<file path="src/rtl/ttl_out_sequencer_if.sv">
// Host/TTL-generator bundle for ttl_out_sequencer: step-table write port,
// run control, channel outputs and status.
interface ttl_out_sequencer_if #(
  parameter int STEPS  = 8,
  parameter int DUR_W  = 16,
  parameter int LOOP_W = 8
);
  localparam int AW = (STEPS > 1) ? $clog2(STEPS) : 1;

  logic              cfg_we;
  logic [AW-1:0]     cfg_addr;
  logic [DUR_W+1:0]  cfg_data;
  logic [AW-1:0]     last_step;
  logic [LOOP_W-1:0] loop_cnt;
  logic              start;
  logic              abort;
  logic              branch_channel;
  logic              enable_channel;
  logic              busy;
  logic              done;
  logic [AW-1:0]     step_idx;

  modport master (
    output cfg_we, cfg_addr, cfg_data, last_step, loop_cnt, start, abort,
    input  branch_channel, enable_channel, busy, done, step_idx
  );

  modport slave (
    input  cfg_we, cfg_addr, cfg_data, last_step, loop_cnt, start, abort,
    output branch_channel, enable_channel, busy, done, step_idx
  );
endinterface

</file>
<file path="src/rtl/ttl_out_sequencer.sv">
// Step-table sequencer for the TTL generator's branch/enable controls.
// Define TTL_BBM_EN for a one-cycle break-before-make gap on branch changes.
module ttl_out_sequencer #(
  parameter int STEPS    = 8,
  parameter int DUR_W    = 16,
  parameter int TICK_DIV = 100,
  parameter int LOOP_W   = 8
) (
  input  logic                 clk_100Mz,
  input  logic                 rst,
  ttl_out_sequencer_if.slave   bus
);
  localparam int AW = (STEPS > 1) ? $clog2(STEPS) : 1;
  localparam int PW = (TICK_DIV > 1) ? $clog2(TICK_DIV) : 1;

  localparam logic [1:0] ST_IDLE = 2'd0;
  localparam logic [1:0] ST_RUN  = 2'd1;
  localparam logic [1:0] ST_DONE = 2'd2;

  localparam logic [AW-1:0] LAST_MAX = AW'(STEPS - 1);
  localparam logic [PW-1:0] PRE_MAX  = PW'(TICK_DIV - 1);

  logic [DUR_W+1:0]  table_mem [STEPS];

  logic [1:0]        state;
  logic [AW-1:0]     step_idx;
  logic              branch_q;
  logic              enable_q;
  logic              busy_q;
  logic              done_q;
  logic              guard_q;
  logic [AW-1:0]     last_lat;
  logic              inf_lat;
  logic [LOOP_W-1:0] pass_cnt;
  logic [DUR_W-1:0]  dur_cnt;
  logic [PW-1:0]     pre_cnt;

  logic [AW-1:0]     nxt_idx;
  logic [DUR_W+1:0]  nxt_entry;
  logic [DUR_W-1:0]  nxt_dur;
  logic [DUR_W-1:0]  dur_load;
  logic              nxt_br;
  logic              nxt_en;
  logic              guard_now;
  logic              at_last;
  logic              wrap_ok;

  // NOTE: the step table has no reset; its contents are host-loaded and
  // keeping it out of the reset tree lets it map onto plain RAM/registers.
  always_ff @(posedge clk_100Mz) begin
    if (bus.cfg_we && state != ST_RUN && int'(bus.cfg_addr) < STEPS)
      table_mem[bus.cfg_addr] <= bus.cfg_data;
  end

  // Entry that becomes active at the next boundary: step 0 from IDLE or on wrap.
  always_comb begin
    nxt_idx = '0;
    if (state == ST_RUN && step_idx != last_lat)
      nxt_idx = step_idx + 1'b1;
  end

  assign nxt_entry = table_mem[nxt_idx];
  assign nxt_br    = nxt_entry[DUR_W+1];
  assign nxt_en    = nxt_entry[DUR_W];
  assign nxt_dur   = nxt_entry[DUR_W-1:0];
  assign dur_load  = (nxt_dur == '0) ? '0 : nxt_dur - 1'b1;
  assign at_last   = (step_idx == last_lat);
  assign wrap_ok   = inf_lat || (pass_cnt > LOOP_W'(1));

`ifdef TTL_BBM_EN
  // During a guard cycle enable_q is 0 but the running step is enabled.
  assign guard_now = (enable_q | guard_q) && nxt_en && (branch_q != nxt_br);
`else
  assign guard_now = 1'b0;
`endif

  always_ff @(posedge clk_100Mz or posedge rst) begin
    if (rst) begin
      state    <= ST_IDLE;
      step_idx <= '0;
      branch_q <= 1'b0;
      enable_q <= 1'b0;
      busy_q   <= 1'b0;
      done_q   <= 1'b0;
      guard_q  <= 1'b0;
      last_lat <= '0;
      inf_lat  <= 1'b0;
      pass_cnt <= '0;
      dur_cnt  <= '0;
      pre_cnt  <= '0;
    end else if (bus.abort) begin
      state    <= ST_IDLE;
      step_idx <= '0;
      branch_q <= 1'b0;
      enable_q <= 1'b0;
      busy_q   <= 1'b0;
      done_q   <= 1'b0;
      guard_q  <= 1'b0;
    end else begin
      case (state)
        ST_IDLE: begin
          done_q <= 1'b0;
          if (bus.start) begin
            state    <= ST_RUN;
            busy_q   <= 1'b1;
            step_idx <= '0;
            branch_q <= nxt_br;
            enable_q <= nxt_en;
            guard_q  <= 1'b0;
            dur_cnt  <= dur_load;
            pre_cnt  <= PRE_MAX;
            last_lat <= (int'(bus.last_step) >= STEPS) ? LAST_MAX : bus.last_step;
            inf_lat  <= (bus.loop_cnt == '0);
            pass_cnt <= bus.loop_cnt;
          end
        end

        ST_RUN: begin
          if (guard_q) begin
            enable_q <= 1'b1;
            guard_q  <= 1'b0;
          end
          if (pre_cnt != '0) begin
            pre_cnt <= pre_cnt - 1'b1;
          end else if (dur_cnt != '0) begin
            dur_cnt <= dur_cnt - 1'b1;
            pre_cnt <= PRE_MAX;
          end else if (!at_last || wrap_ok) begin
            if (at_last && !inf_lat)
              pass_cnt <= pass_cnt - 1'b1;
            step_idx <= nxt_idx;
            branch_q <= nxt_br;
            enable_q <= nxt_en & ~guard_now;
            guard_q  <= guard_now;
            dur_cnt  <= dur_load;
            pre_cnt  <= PRE_MAX;
          end else begin
            state    <= ST_DONE;
            step_idx <= '0;
            branch_q <= 1'b0;
            enable_q <= 1'b0;
            guard_q  <= 1'b0;
            busy_q   <= 1'b0;
            done_q   <= 1'b1;
          end
        end

        ST_DONE: begin
          state  <= ST_IDLE;
          done_q <= 1'b0;
        end

        default: state <= ST_IDLE;
      endcase
    end
  end

  assign bus.branch_channel = branch_q;
  assign bus.enable_channel = enable_q;
  assign bus.busy           = busy_q;
  assign bus.done           = done_q;
  assign bus.step_idx       = step_idx;
endmodule

</file>
<file path="src/flat_wrapper.sv">
// flat-port wrapper written by rule: the top's interface ports become plain ports
module ttl_out_sequencer_flat 
#(
  parameter int STEPS    = 8,
  parameter int DUR_W    = 16,
  parameter int TICK_DIV = 100,
  parameter int LOOP_W   = 8
)
  (clk_100Mz, rst, bus_cfg_we, bus_cfg_addr, bus_cfg_data, bus_last_step, bus_loop_cnt, bus_start, bus_abort, bus_branch_channel, bus_enable_channel, bus_busy, bus_done, bus_step_idx);
  ttl_out_sequencer_if #(.STEPS(STEPS), .DUR_W(DUR_W), .LOOP_W(LOOP_W)) bus_i ();
  input  logic clk_100Mz;
  input  logic rst;
  input wire logic [$bits(bus_i.cfg_we)-1:0] bus_cfg_we;
  input wire logic [$bits(bus_i.cfg_addr)-1:0] bus_cfg_addr;
  input wire logic [$bits(bus_i.cfg_data)-1:0] bus_cfg_data;
  input wire logic [$bits(bus_i.last_step)-1:0] bus_last_step;
  input wire logic [$bits(bus_i.loop_cnt)-1:0] bus_loop_cnt;
  input wire logic [$bits(bus_i.start)-1:0] bus_start;
  input wire logic [$bits(bus_i.abort)-1:0] bus_abort;
  output wire logic [$bits(bus_i.branch_channel)-1:0] bus_branch_channel;
  output wire logic [$bits(bus_i.enable_channel)-1:0] bus_enable_channel;
  output wire logic [$bits(bus_i.busy)-1:0] bus_busy;
  output wire logic [$bits(bus_i.done)-1:0] bus_done;
  output wire logic [$bits(bus_i.step_idx)-1:0] bus_step_idx;
  assign bus_i.cfg_we = bus_cfg_we;
  assign bus_i.cfg_addr = bus_cfg_addr;
  assign bus_i.cfg_data = bus_cfg_data;
  assign bus_i.last_step = bus_last_step;
  assign bus_i.loop_cnt = bus_loop_cnt;
  assign bus_i.start = bus_start;
  assign bus_i.abort = bus_abort;
  assign bus_branch_channel = bus_i.branch_channel;
  assign bus_enable_channel = bus_i.enable_channel;
  assign bus_busy = bus_i.busy;
  assign bus_done = bus_i.done;
  assign bus_step_idx = bus_i.step_idx;
  ttl_out_sequencer #(.STEPS(STEPS), .DUR_W(DUR_W), .TICK_DIV(TICK_DIV), .LOOP_W(LOOP_W)) u_core (.clk_100Mz(clk_100Mz), .rst(rst), .bus(bus_i));
endmodule
</file>
<file path="config.mk">
export PLATFORM = sky130hd
export DESIGN_NAME = ttl_out_sequencer_flat
export DESIGN_NICKNAME = d
export VERILOG_FILES = /design/src/rtl/ttl_out_sequencer_if.sv /design/src/rtl/ttl_out_sequencer.sv /design/src/flat_wrapper.sv
export SDC_FILE = /design/constraint.sdc
export NUM_CORES = 1
export LEC_CHECK = 0
export ABC_AREA = 1
export CAP_MARGIN = 25
export CELL_PAD_IN_SITES_DETAIL_PLACEMENT = 0
export CELL_PAD_IN_SITES_GLOBAL_PLACEMENT = 1
export CORE_AREA = 5 5 153 155
export CTS_BUF_LIST = sky130_fd_sc_hd__clkbuf_4
export CTS_CLUSTER_SIZE = 30
export DETAILED_ROUTE_END_ITERATION = 16
export DIE_AREA = 0 0 158 160
export GPL_ROUTABILITY_DRIVEN = 1
export GPL_TIMING_DRIVEN = 0
export PLACE_DENSITY = 0.8
export SYNTH_ARGS = -nofsm -noshare
export SYNTH_HDL_FRONTEND = slang
export SYNTH_SLANG_ARGS = --single-unit
</file>
<file path="constraint.sdc">
create_clock -name clk_100Mz -period 2.6 [get_ports clk_100Mz]
set_input_delay 0.52 -clock clk_100Mz [delete_from_list [all_inputs] [get_ports clk_100Mz]]
set_output_delay 0.52 -clock clk_100Mz [all_outputs]
set_load 0.01 [all_outputs]
</file>
**Run 1: placement density heat map**

(2 px per um) 16 x 16 tiles, from white (low) to dark blue (high), 0 to 100% covered.
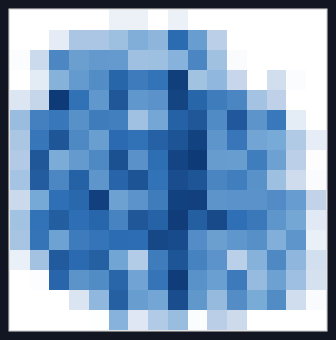
The mean over all tiles is 46%. The densest ninth of the die: centre. 20% of the tiles are over 75% full. The emptiest ninth of the die: north-east.

**Run 1: M1 wires**

(1.5 px per um) Supply wires on this layer in grey.
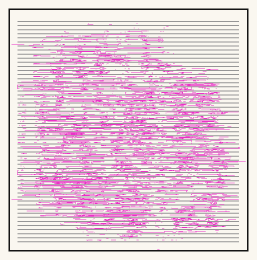
1132 nets have wire on it. The layer carries 10700 um of wire. The longest straight run is 57.0 um. The layer holds 43% of the routed length.

**Run 1: metal 3**

(3 px per um) Cells faint in the background.
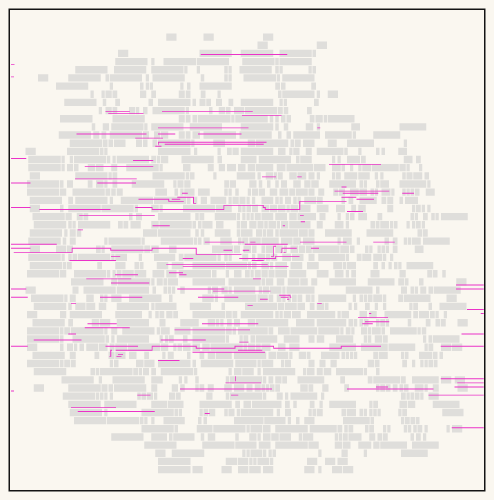
The layer carries 1480 um of wire. The longest straight run is 35.9 um. The wires run mostly horizontal. 97 nets have wire on it.

**Run 1: clock distribution**

(2 px per um)
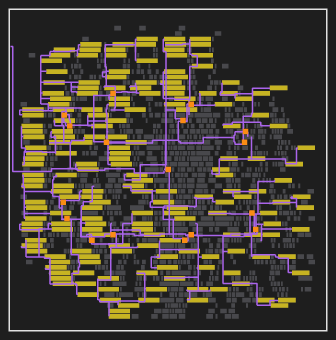
Key: yellow = flip-flops [count 188]; purple = clock wires [length 2280 um]; orange = clock-net drivers [count 17]
Position of the flops: all over the die.

==> impl_table.tex, run 1 <==
% Table of physical implementation metrics
\begin{tabular}{lr}
\hline
Metric & Value \\
\hline
\multicolumn{2}{l}{\textbf{Critical path}} \\
Kind of cell with the highest combined delay on the critical path & simple AND/OR/NAND/NOR gates \\
Destination of the worst register-to-register timing path & u\_core.dur\_cnt[11] \\
Worst Reg2Reg Path Length in Cells & 19 \\
Capture point of the critical path & u\_core.dur\_cnt[11] \\
Critical path's largest stage delay & around 0.5 ns \\
Maximum fanout count along the critical path & 7 \\
Number of buffer and inverter stages on the critical path & 4 \\
Top cell by count, worst path & sky130\_fd\_sc\_hd\_\_nand2\_2 \\
Cells along the critical path & inv\_2 > nand2\_2 > nand2\_2 > nand3\_4 > buf\_8 > nand3\_4 > buf\_12 > clkbuf\_16 > o21ai\_1 > nand3\_1 > nand2\_4 > nand2\_2 > nor2\_2 > nand3\_1 > nand2\_1 > nand2\_1 > nor2\_2 > nor2\_1 > nor2\_1 \\
Minimum setup slack among reg-to-reg paths & -0.10 ns \\
WS Path Type & reg -> reg \\
Critical path startpoint category & flip-flop \\
FF-to-FF Start & u\_core.bus.step\_idx[2] \\
Cell with the largest stage delay on the worst path & sky130\_fd\_sc\_hd\_\_dfrtp\_2 \\
\multicolumn{2}{l}{\textbf{Yosys}} \\
Yosys cell count & roughly 1.0k \\
Area share of fa/ha/maj cells after synthesis & less than 1\% \\
Cell type contributing the most total cell area after synthesis & sky130\_fd\_sc\_hd\_\_edfxtp\_1 \\
Post-Synthesis Cell Area & about 9400 um\^{}2 \\
Share of synthesized cell area in and, or, nand and nor gates & between 20\% and 30\% \\
Count of flip-flops with a built-in enable after synthesis & 144 \\
Area leader share & a little under half \\
Sequential cell area fraction in the yosys report & just under 60\% \\
Area figure in the yosys stat output & 9390 um\^{}2 \\
Most numerous cell in the Yosys netlist & sky130\_fd\_sc\_hd\_\_nand2\_1 \\
Parity-gate share of the synthesized area counting xor and xnor cells & under 10\% \\
Fraction of registers with async set/reset & 23.4\% \\
Cell types with the highest counts after synthesis & 180 x sky130\_fd\_sc\_hd\_\_nand2\_1, 147 x sky130\_fd\_sc\_hd\_\_inv\_1, 144 x sky130\_fd\_sc\_hd\_\_edfxtp\_1, 127 x sky130\_fd\_sc\_hd\_\_nor2\_1, 103 x sky130\_fd\_sc\_hd\_\_nand3\_1 \\
Post-synth regs & around 190 \\
Cells after synthesis & between 1k and 1.5k \\
Primary FF master, synth & sky130\_fd\_sc\_hd\_\_edfxtp\_1 \\
\multicolumn{2}{l}{\textbf{Finish}} \\
Final nets & 1201 \\
Total non-filler cell area in the finished layout & around 12000 um\^{}2 \\
Layout cells sized above 1 & approximately 25\% \\
Area growth from synthesis to layout & 28.1\% \\
\multicolumn{2}{l}{\textbf{Run status}} \\
Outcome & finished with violations \\
Failing checks & setup timing \\
\multicolumn{2}{l}{\textbf{CTS}} \\
Number of clock sinks & 188 \\
Number of buffers on the longest clock path & 2 \\
Hold buffer count at CTS & 0 \\
Cell chosen for the clock root & sky130\_fd\_sc\_hd\_\_clkbuf\_4 \\
Skew-Pair Late Insertion Delay & slightly above 0.6 ns \\
Clock tree from TritonCTS & yes \\
Clock-pin slew on the worst setup and hold paths & 0.17 ns \\
H-tree lvl count & 4 \\
\multicolumn{2}{l}{\textbf{STA}} \\
Post-route clock skew & 0.0303 ns \\
Min Clock Period, post-route & around 2.7 ns \\
FMAX & between 300 and 400 MHz \\
Actual slew at the worst max-slew pin & about 0.51 ns \\
Hold violation count in the final report & 0 \\
Worst max-slew margin expressed relative to the limit & approximately 66\% \\
Count of endpoints failing setup in the final report & 14 \\
Final count of pins violating max slew & 0 \\
Post-route setup slack & -0.101 ns \\
\multicolumn{2}{l}{\textbf{Floorplan}} \\
Horizontal extent of the die & $\sim$160 um \\
Die footprint & $\sim$25000 um\^{}2 \\
Area of the core region & around 22000 um\^{}2 \\
Height of the die & between 150 and 200 um \\
\multicolumn{2}{l}{\textbf{Route}} \\
Aggregate routed wire length & between 20 and 25 mm \\
Via count & between 7k and 8k \\
Final routed DRC violation total & 0 \\
Tally of nets with antenna violations remaining after routing & 0 \\
Detailed Routing Iterations Pass 1 & 5 \\
\multicolumn{2}{l}{\textbf{Power and ir drop}} \\
Leakage power total & $\sim$5.1 nW \\
IR Drop Worst-Case VDD & $\sim$0.00034 V \\
Power density over cell area & around 560 nW/um\^{}2 \\
\multicolumn{2}{l}{\textbf{Place}} \\
IO buf count & between 40 and 50 \\
Global placer's final weighted congestion & roughly 0.83 \\
\multicolumn{2}{l}{\textbf{GRT}} \\
Vias in the first global route & a little over 7k \\
Number of antenna violations at the first check in global routing & 1 \\
Pin count of the biggest net entering global routing & 39 \\
\multicolumn{2}{l}{\textbf{Job}} \\
Max-cap violations & 0 \\
\hline
\end{tabular}
-- run 1: repair_timing --
item	CTS	global route
endpoints found under the hold margin	0	0
pin swaps	35	51
cloned	1	1
buffers inserted	42	24
resized	129	80
endpoints found under the setup margin	156	150
-- run 1: layout make-up --
cell class              count  area (um^2)
clock inverters            14          145
fillers                  1874         9660
well taps                 280          350
multi-input cells         634         3700
flip-flops and latches    188         5430
diodes                      1         2.50
inverters                 153          582
repair buffers            120         1280
clock buffers              18          135
plain buffers              43          400
-- run 1: per-stage QoR --
step	power, mW	utilization (%)	setup WS, ns	setup TNS, ns	cells
global placement	4.78	46.9	-1.17	-168.62	1342
finish	6.78	55.4	-0.101	-1.01	1451
floorplan	4.39	-	0.0420	0	1019
detailed placement	4.81	47.8	-0.648	-29.45	1351
CTS	6.65	53.2	-0.0845	-1.08	1425
global route	7.14	55.4	-0.241	-3.12	1451
-- run 1: kinds of logic after synthesis --
logic type	count (synthesis)
and+or+nand+nor	521
buffers and inverters	197
DFF	188
AOI/OAI and AO/OA	84
xor gates and xnor gates	22
adders and majority gates	7
-- run 1: state kept, by name (all words and copies together), names as in the netlist --
signal,flops
u_core.bus.busy,1
u_core.pre_cnt,7
u_core.bus.step_idx,3
u_core.state,2
u_core.dur_cnt,16
u_core.table_mem,144
u_core.last_lat,3
u_core.pass_cnt,8
u_core.bus.branch_channel,1
u_core.bus.done,1
u_core.inf_lat,1
u_core.bus.enable_channel,1
-- run 1: power breakdown --
| part | switching (mW) | leakage, nW | internal [mW] |
|---|---|---|---|
| Sequential | 0.132 | 1.82 | 3.40 |
| Clock | 1.16 | 0.153 | 0.447 |
| Combinational | 0.951 | 3.08 | 0.690 |
-- run 1: routing by layer --
layer / routed length, um / track usage (%) / vias up
li1: - / - / 3686
met1: 10700 / 26.8 / 3573
met2: 12300 / 32.1 / 232
met3: 1470 / 4.57 / 31
met4: 359 / 5.62 / 0
met5: 0 / 0 / -
-- run 1: placed cells by master (no fill, tap or decap), types with 13 or more instances in the layout --
| cell | netlist | routed |
|---|---|---|
| sky130_fd_sc_hd__a21oi_1 | 38 | 26 |
| sky130_fd_sc_hd__buf_12 | 0 | 15 |
| sky130_fd_sc_hd__buf_4 | 4 | 56 |
| sky130_fd_sc_hd__buf_6 | 6 | 13 |
| sky130_fd_sc_hd__clkbuf_4 | 0 | 19 |
| sky130_fd_sc_hd__clkdlybuf4s50_1 | 0 | 43 |
| sky130_fd_sc_hd__dfrtp_1 | 44 | 41 |
| sky130_fd_sc_hd__edfxtp_1 | 144 | 144 |
| sky130_fd_sc_hd__inv_1 | 147 | 144 |
| sky130_fd_sc_hd__nand2_1 | 180 | 134 |
| sky130_fd_sc_hd__nand2_2 | 5 | 36 |
| sky130_fd_sc_hd__nand2_4 | 0 | 15 |
| sky130_fd_sc_hd__nand3_1 | 103 | 86 |
| sky130_fd_sc_hd__nand3_2 | 2 | 15 |
| sky130_fd_sc_hd__nand4_1 | 64 | 64 |
| sky130_fd_sc_hd__nor2_1 | 127 | 103 |
| sky130_fd_sc_hd__nor2_4 | 3 | 17 |
| sky130_fd_sc_hd__nor3_1 | 13 | 13 |
| sky130_fd_sc_hd__o21ai_0 | 26 | 26 |
--- run 2 (diff from run 1) ---
Settings changed: ABC_AREA 1 to not set, CORE_AREA 5 5 153 155 to 5 5 146 148, DIE_AREA 0 0 158 160 to 0 0 151 153, PLACE_DENSITY 0.8 to 0.78.
**Run 2: clock wiring as the flow saved it**

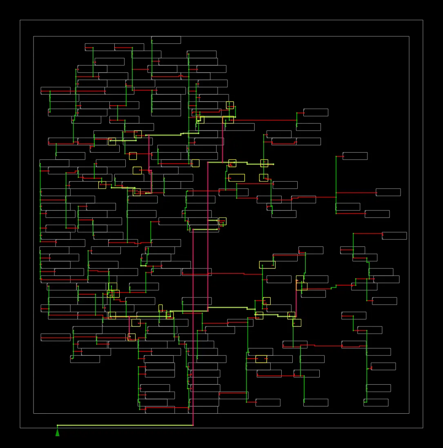
P_clk: 1.51 mW
Skew-Pair Late Insertion Delay: 0.59 ns
Seq cells: 188

**Run 2: placement density heat map**

(2 px per um) 15 x 15 tiles, from white (low) to dark blue (high), 0 to 100% covered.
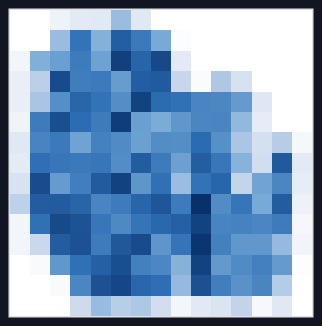
18% of the tiles are nearly empty. The emptiest ninth of the die: north-east. 20% of the tiles are over 75% full. The mean over all tiles is 46%. The fullest tile reaches 100%.

**Run 2: clock distribution**

(2 px per um)
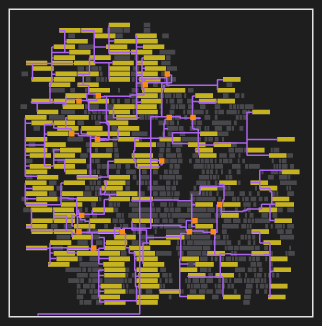
Key: yellow = flip-flops [count 188]; purple = clock wires [length 2120 um]; orange = clock-net drivers [count 17]
Position of the flops: all over the die.

==> run 2 against run 1 <==
Against the previous run: the flow still finishes with violations (setup timing); highest routed layer unchanged; core utilization is 0.91 points lower; critical path depth fell by 3; clock skew down 0.0097 ns; clock-buffer cell count shrank 1; global-route usage is 0.41 points lower; die area decreased by 8.6%; non-clock buffer count is 33 lower.
==> impl_table.tex, run 2 <==
% Table of physical implementation metrics
\begin{tabular}{lr}
\hline
Metric & Value \\
\hline
\multicolumn{2}{l}{\textbf{Critical path}} \\
Maximum fanout count along the critical path & 6 (was 7) \\
Top cell by count, worst path & sky130\_fd\_sc\_hd\_\_buf\_12 (was sky130\_fd\_sc\_hd\_\_nand2\_2) \\
Number of buffer and inverter stages on the critical path & 6 (was 4) \\
Critical path's largest stage delay & 0.48 ns (was 0.49 ns) \\
Cell with the largest stage delay on the worst path & sky130\_fd\_sc\_hd\_\_dfrtp\_2 (unchanged) \\
\multicolumn{2}{l}{\textbf{Finish}} \\
Commonest cells after routing, fill and taps aside & 144 x sky130\_fd\_sc\_hd\_\_edfxtp\_1, 50 x sky130\_fd\_sc\_hd\_\_nor2\_1, 48 x sky130\_fd\_sc\_hd\_\_o21ai\_0 (was 144 x sky130\_fd\_sc\_hd\_\_inv\_1, 144 x sky130\_fd\_sc\_hd\_\_edfxtp\_1, 134 x sky130\_fd\_sc\_hd\_\_nand2\_1) \\
Max reg flops & 144 (unchanged) \\
Reg area & 5430 um\^{}2 (about the same) \\
Register with the highest flop count & u\_core.table\_mem (unchanged) \\
Combinational gate area & 3450 um\^{}2 (was 3700 um\^{}2) \\
Final nets & 824 (was 1201) \\
Layout cells sized above 1 & 27.3\% (was 25.3\%) \\
Largest registers in the final layout & u\_core.table\_mem: 144 flops, u\_core.dur\_cnt: 16 flops, u\_core.pass\_cnt: 8 flops (unchanged) \\
\multicolumn{2}{l}{\textbf{STA}} \\
Actual slew at the worst max-slew pin & 0.750 ns (was 0.511 ns) \\
Final count of pins violating max slew & 0 (unchanged) \\
Count of endpoints failing setup in the final report & 16 (was 14) \\
Post-route setup slack & -0.804 ns (was -0.101 ns) \\
Post-route clock skew & 0.0206 ns (was 0.0303 ns) \\
Hold violation count in the final report & 0 (unchanged) \\
FMAX & 294 MHz (was 370 MHz) \\
\multicolumn{2}{l}{\textbf{Yosys}} \\
Sequential cell area fraction in the yosys report & 62.4\% (was 57.8\%) \\
Fraction of registers with async set/reset & 23.4\% (unchanged) \\
Primary FF master, synth & sky130\_fd\_sc\_hd\_\_edfxtp\_1 (unchanged) \\
Post-Synthesis Cell Area & 8700 um\^{}2 (was 9390 um\^{}2) \\
Post-synth regs & 188 (unchanged) \\
Yosys cell count & 664 (was 1019) \\
\multicolumn{2}{l}{\textbf{CTS}} \\
Clock tree from TritonCTS & yes (unchanged) \\
Clock-pin slew on the worst setup and hold paths & 0.17 ns (about the same) \\
H-tree lvl count & 4 (unchanged) \\
\multicolumn{2}{l}{\textbf{Run status}} \\
Outcome & finished with violations (unchanged) \\
Failing checks & setup timing (unchanged) \\
\multicolumn{2}{l}{\textbf{Power and ir drop}} \\
Design Power & 6.44 mW (was 6.78 mW) \\
Leakage power total & 3.68 nW (was 5.05 nW) \\
\multicolumn{2}{l}{\textbf{Route}} \\
Detailed Routing Iterations Pass 1 & 5 (unchanged) \\
\multicolumn{2}{l}{\textbf{Floorplan}} \\
Height of the die & 153 um (was 160 um) \\
\multicolumn{2}{l}{\textbf{Place}} \\
Placement-stage worst setup slack & -1.51 ns (was -0.648 ns) \\
\multicolumn{2}{l}{\textbf{GRT}} \\
Pin count of the biggest net entering global routing & 28 (was 39) \\
\hline
\end{tabular}
-- run 2: cell count changes in the layout (fill, tap and decap cells not counted), sizes merged, moves of 11 or more --
| cell | delta |
|---|---|
| mux4 | +11 |
| nand3 | -90 |
| o21ai | +23 |
| nand2 | -149 |
| inv | -141 |
| nand4 | -62 |
| nor2 | -74 |
| mux2i | +14 |
| a21oi | -13 |
| buf | -30 |
| a31oi | +12 |
-- run 2: worst reg2reg max path, delay by kind of cell (launching register included) --
kind                     cells  cell delay, ns
AND/OR/NAND/NOR              2            0.35
buffers and inverters        6            0.81
flip-flops                   1            0.48
adder cells (fa/ha/maj)      1            0.18
AND-OR/OR-AND                6            1.19
multiplexers                 1            0.29
-- run 2: kinds of logic (layout without fill, tap and decap cells) --
logic type	Yosys count	after routing	synth area share (%)
compound gates	173	173	14.4
xor+xnor	26	26	3.01
fa+ha+maj	7	7	1.01
buf+inv	47	175	2.62
flops	188	188	62.4
mux	35	35	5.75
other cells	0	1	0
simple gates	188	188	10.9
-- run 2: report_power, final --
part	switching, mW	internal (mW)	leakage, nW
clock	1.09	0.414	0.138
sequential	0.170	3.40	1.84
combinational	0.752	0.615	1.70
total	2.02	4.43	3.68
-- run 2: routing by layer --
metal	global-route usage (%)	routed length (um)
met1	26.3	9320
met2	31.9	11100
met5	0	0
met4	6.26	497
met3	3.20	1060
-- run 2: what timing repair did --
| item | CTS | global route |
|---|---|---|
| setup buffers | 29 | 19 |
| gates cloned | 1 | 0 |
| endpoints found under the setup margin | 78 | 33 |
| hold buffers | 0 | 0 |
| gates resized | 67 | 38 |
| pin swaps | 21 | 10 |
-- run 2: per-stage QoR --
stage	cells	util, %	cell area (um^2)	setup TNS, ns
finish	1063	54.5	10900	-11.92
floorplan	664	-	8790	-8.52
CTS	1044	53.0	10500	-13.72
detailed placement	985	48.9	9740	-33.26
global route	1063	54.5	10900	-14.62
global placement	976	48.0	9550	-146.56
-- run 2: worst paths after layout --
kind	startpoint	to	slack, ns	depth (start not counted)
setup / recovery	u_core.bus.step_idx[0]	u_core.dur_cnt[14]	-0.80	16
hold / removal	rst	u_core.pass_cnt[6]	0.22	2
setup reg to reg	u_core.bus.step_idx[0]	u_core.dur_cnt[14]	-0.80	16
hold reg to reg	u_core.bus.enable_channel	u_core.bus.enable_channel	0.51	2
max in group asynchronous	rst	u_core.pre_cnt[0]	1.86	3
min in group clk_100Mz	bus_abort	u_core.state[1]	0.38	2
-- run 2: layout make-up --
type                            instances  area share (%)
Sequential cell                       188            50.0
Multi-Input combinational cell        429            31.8
Timing Repair Buffer                   99            9.00
Clock inverter                         14            1.23
Inverter                               14           0.519
Clock buffer                           17            1.18
Antenna cell                            1          0.0230
Buffer                                 31            3.10
Tap cell                              270            3.11
--- run 3 (diff from run 2) ---
Settings changed: CORE_AREA 5 5 146 148 to 5 5 131 164, DIE_AREA 0 0 151 153 to 0 0 136 169.
**Run 3: M1 wires**

(1.5 px per um) Supply wires on this layer in grey.
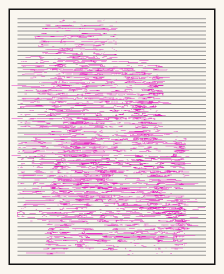
795 nets have wire on it. The layer carries 8540 um of wire. The wires run mostly horizontal. The layer holds 38% of the routed length.

**Run 3: metal 3**

(3 px per um) Cells faint in the background.
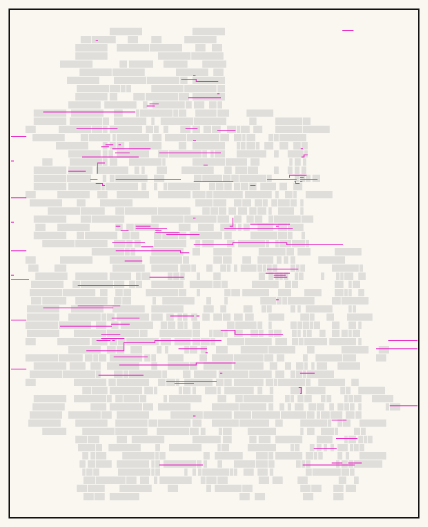
via count: 6122
aggregate routed wire length: 22.3 mm

**Run 3: placement density heat map**

(2 px per um) 14 x 17 tiles, from white (low) to dark blue (high), 0 to 100% covered.
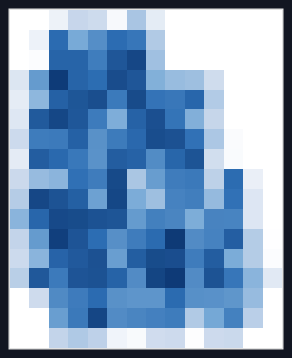
The densest ninth of the die: centre. The mean over all tiles is 46%. 21% of the tiles are nearly empty.

==> run 3 against run 2 <==
Against the previous run: the run still ends with setup timing left; synthesized cell count unchanged; core utilization up 0.97 points; sequential power about the same; sequential share of layout area down 0.62 points; critical endpoint is now u_core.dur_cnt[6]; largest power group unchanged.
==> impl_table.tex, run 3 <==
% Table of physical implementation metrics
\begin{tabular}{lr}
\hline
Metric & Value \\
\hline
\multicolumn{2}{l}{\textbf{CTS}} \\
Clock tree from TritonCTS & yes (unchanged) \\
Cell chosen for the clock root & sky130\_fd\_sc\_hd\_\_clkbuf\_4 (unchanged) \\
Skew-Pair Late Insertion Delay & 0.60 ns (was 0.59 ns) \\
Number of clock sinks & 188 (unchanged) \\
Number of buffers on the longest clock path & 2 (unchanged) \\
Clock-pin slew on the worst setup and hold paths & 0.19 ns (was 0.17 ns) \\
H-tree lvl count & 4 (unchanged) \\
\multicolumn{2}{l}{\textbf{Critical path}} \\
WS Path Type & reg -> reg (unchanged) \\
Number of buffer and inverter stages on the critical path & 6 (unchanged) \\
Critical path startpoint category & flip-flop (unchanged) \\
Cells along the critical path & buf\_12 > buf\_12 > buf\_12 > buf\_12 > buf\_12 > mux2\_4 > o211ai\_1 > o21a\_1 > ha\_2 > o21a\_1 > o211a\_1 > nand3\_4 > o41ai\_4 > or2\_4 > buf\_8 > o221ai\_2 (was buf\_12 > buf\_12 > buf\_12 > buf\_12 > buf\_8 > mux2\_4 > o211ai\_1 > o21a\_1 > ha\_2 > o21a\_1 > o211a\_1 > nand3\_4 > o41ai\_4 > or2\_4 > buf\_8 > o221ai\_2) \\
Critical path's largest stage delay & 0.48 ns (about the same) \\
Cell with the largest stage delay on the worst path & sky130\_fd\_sc\_hd\_\_dfrtp\_2 (unchanged) \\
\multicolumn{2}{l}{\textbf{Finish}} \\
Final nets & 833 (was 824) \\
Register with the highest flop count & u\_core.table\_mem (unchanged) \\
Layout cells sized above 1 & 28.3\% (was 27.3\%) \\
Layout Cells excl Fill & 1073 (was 1063) \\
Most numerous logic cell after layout & sky130\_fd\_sc\_hd\_\_edfxtp\_1 (unchanged) \\
Area growth from synthesis to layout & 26.4\% (was 24.8\%) \\
Commonest cells after routing, fill and taps aside & 144 x sky130\_fd\_sc\_hd\_\_edfxtp\_1, 55 x sky130\_fd\_sc\_hd\_\_buf\_4, 49 x sky130\_fd\_sc\_hd\_\_nor2\_1 (was 144 x sky130\_fd\_sc\_hd\_\_edfxtp\_1, 50 x sky130\_fd\_sc\_hd\_\_nor2\_1, 48 x sky130\_fd\_sc\_hd\_\_o21ai\_0) \\
\multicolumn{2}{l}{\textbf{STA}} \\
Aggregate negative setup slack & -11.40 ns (was -11.92 ns) \\
Final count of pins violating max slew & 0 (unchanged) \\
FMAX & 298 MHz (was 294 MHz) \\
Count of endpoints failing setup in the final report & 16 (unchanged) \\
Min Clock Period, post-route & 3.35 ns (was 3.40 ns) \\
Post-route clock skew & 0.0346 ns (was 0.0206 ns) \\
Actual slew at the worst max-slew pin & 0.639 ns (was 0.750 ns) \\
Post-route setup slack & -0.750 ns (was -0.804 ns) \\
\multicolumn{2}{l}{\textbf{GRT}} \\
GR met3 Demand/Resource & 3.54\% (was 3.20\%) \\
Pin count of the biggest net entering global routing & 42 (was 28) \\
Global-route track usage on met2 & 35.5\% (was 31.9\%) \\
Vias in the first global route & 6200 (was 6127) \\
Busiest layer in global routing & met2 (unchanged) \\
Met1 usage in global routing & 24.0\% (was 26.3\%) \\
\multicolumn{2}{l}{\textbf{Yosys}} \\
Yosys cell count & 664 (unchanged) \\
Cell types with the highest counts after synthesis & 144 x sky130\_fd\_sc\_hd\_\_edfxtp\_1, 58 x sky130\_fd\_sc\_hd\_\_nor2\_1, 49 x sky130\_fd\_sc\_hd\_\_o21ai\_0, 44 x sky130\_fd\_sc\_hd\_\_dfrtp\_1, 36 x sky130\_fd\_sc\_hd\_\_nand2\_1 (unchanged) \\
Fraction of registers with async set/reset & 23.4\% (unchanged) \\
Area figure in the yosys stat output & 8700 um\^{}2 (unchanged) \\
Area leader share & 49.7\% (unchanged) \\
Most numerous cell in the Yosys netlist & sky130\_fd\_sc\_hd\_\_edfxtp\_1 (unchanged) \\
Post-synth regs & 188 (unchanged) \\
Primary FF master, synth & sky130\_fd\_sc\_hd\_\_edfxtp\_1 (unchanged) \\
Cell type contributing the most total cell area after synthesis & sky130\_fd\_sc\_hd\_\_edfxtp\_1 (unchanged) \\
Count of flip-flops with a built-in enable after synthesis & 144 (unchanged) \\
\multicolumn{2}{l}{\textbf{Route}} \\
Tally of nets with antenna violations remaining after routing & 0 (unchanged) \\
Detailed Routing Iterations Pass 1 & 5 (unchanged) \\
Final routed DRC violation total & 0 (unchanged) \\
\multicolumn{2}{l}{\textbf{Power and ir drop}} \\
IR Drop Worst-Case VDD & 0.000416 V (was 0.000265 V) \\
Design Power & 6.60 mW (was 6.44 mW) \\
Power density over cell area & 600 nW/um\^{}2 (was 594 nW/um\^{}2) \\
Leakage power total & 3.74 nW (was 3.68 nW) \\
\multicolumn{2}{l}{\textbf{Place}} \\
Global placer's final weighted congestion & 0.835 (was 0.876) \\
Total instance count after detailed placement & 985 (unchanged) \\
\multicolumn{2}{l}{\textbf{Job}} \\
Max-cap violations & 0 (unchanged) \\
\multicolumn{2}{l}{\textbf{Floorplan}} \\
Horizontal extent of the die & 136 um (was 151 um) \\
Height of the die & 169 um (was 153 um) \\
Area of the core region & 19800 um\^{}2 (was 19900 um\^{}2) \\
\multicolumn{2}{l}{\textbf{Run status}} \\
Failing checks & setup timing (unchanged) \\
Outcome & finished with violations (unchanged) \\
\hline
\end{tabular}
[run 3: path summary, 6_finish.rpt]
check | startpoint | end | slack, ns | depth (start not counted)
worst max-delay path | u_core.bus.step_idx[0] | u_core.dur_cnt[6] | -0.75 | 16
worst min-delay path | rst | u_core.pass_cnt[2] | 0.07 | 2
worst max register to register | u_core.bus.step_idx[0] | u_core.dur_cnt[6] | -0.75 | 16
worst min register to register | u_core.bus.enable_channel | u_core.bus.enable_channel | 0.52 | 2
max in group asynchronous | rst | u_core.dur_cnt[5] | 2.06 | 3
min in group clk_100Mz | bus_abort | u_core.state[1] | 0.39 | 2
[run 3: cell families (layout without fill, tap and decap cells)]
family	after synthesis	after routing	synth area share, %
mux	35	35	5.75
compound gates	173	173	14.4
other cells	0	1	0
fa+ha+maj	7	7	1.01
buf+inv	47	185	2.62
simple gates	188	188	10.9
flops	188	188	62.4
xor+xnor	26	26	3.01
[run 3: cell type report]
| cell class | instances | area [um^2] | share of cell area, % |
|---|---|---|---|
| sequential | 188 | 5430 | 49.4 |
| multi-input combinational | 429 | 3470 | 31.6 |
| timing repair buffer | 108 | 1060 | 9.64 |
| tap | 270 | 338 | 3.07 |
| buffer | 31 | 335 | 3.05 |
| clock inverter | 15 | 173 | 1.57 |
| clock buffer | 17 | 128 | 1.16 |
| inverter | 14 | 52.6 | 0.478 |
| antenna | 1 | 2.50 | 0.0228 |
[run 3: power by group]
part / internal, mW / leakage [nW] / switching [mW]
Sequential: 3.40 / 1.84 / 0.165
Clock: 0.526 / 0.160 / 1.12
Combinational: 0.623 / 1.74 / 0.769
Total: 4.55 / 3.74 / 2.05
[run 3: what timing repair did]
action	in CTS	in global routing
setup buffers	37	19
setup endpoints to repair	147	66
cloned	0	1
pin swaps	18	14
gates resized	66	39
[run 3: through the flow]
stage          setup slack [ns]  hold slack [ns]  cell area, um^2
3_3_place_gp              -1.43            0.466             9550
4_1_cts                  -0.805           0.0375            10600
6_report                 -0.750           0.0667            11000
3_5_place_dp              -1.43            0.488             9740
2_1_floorplan            -0.592            0.461             8790
5_1_grt                  -0.884           0.0201            11000
[run 3: routing by layer]
metal	wire length, um	part of all wire (%)
met4	552	2.5
met3	850	3.8
met5	0	0
met2	12400	55
met1	8540	38
No activity file was given, so power comes from the tool's default toggle rates.
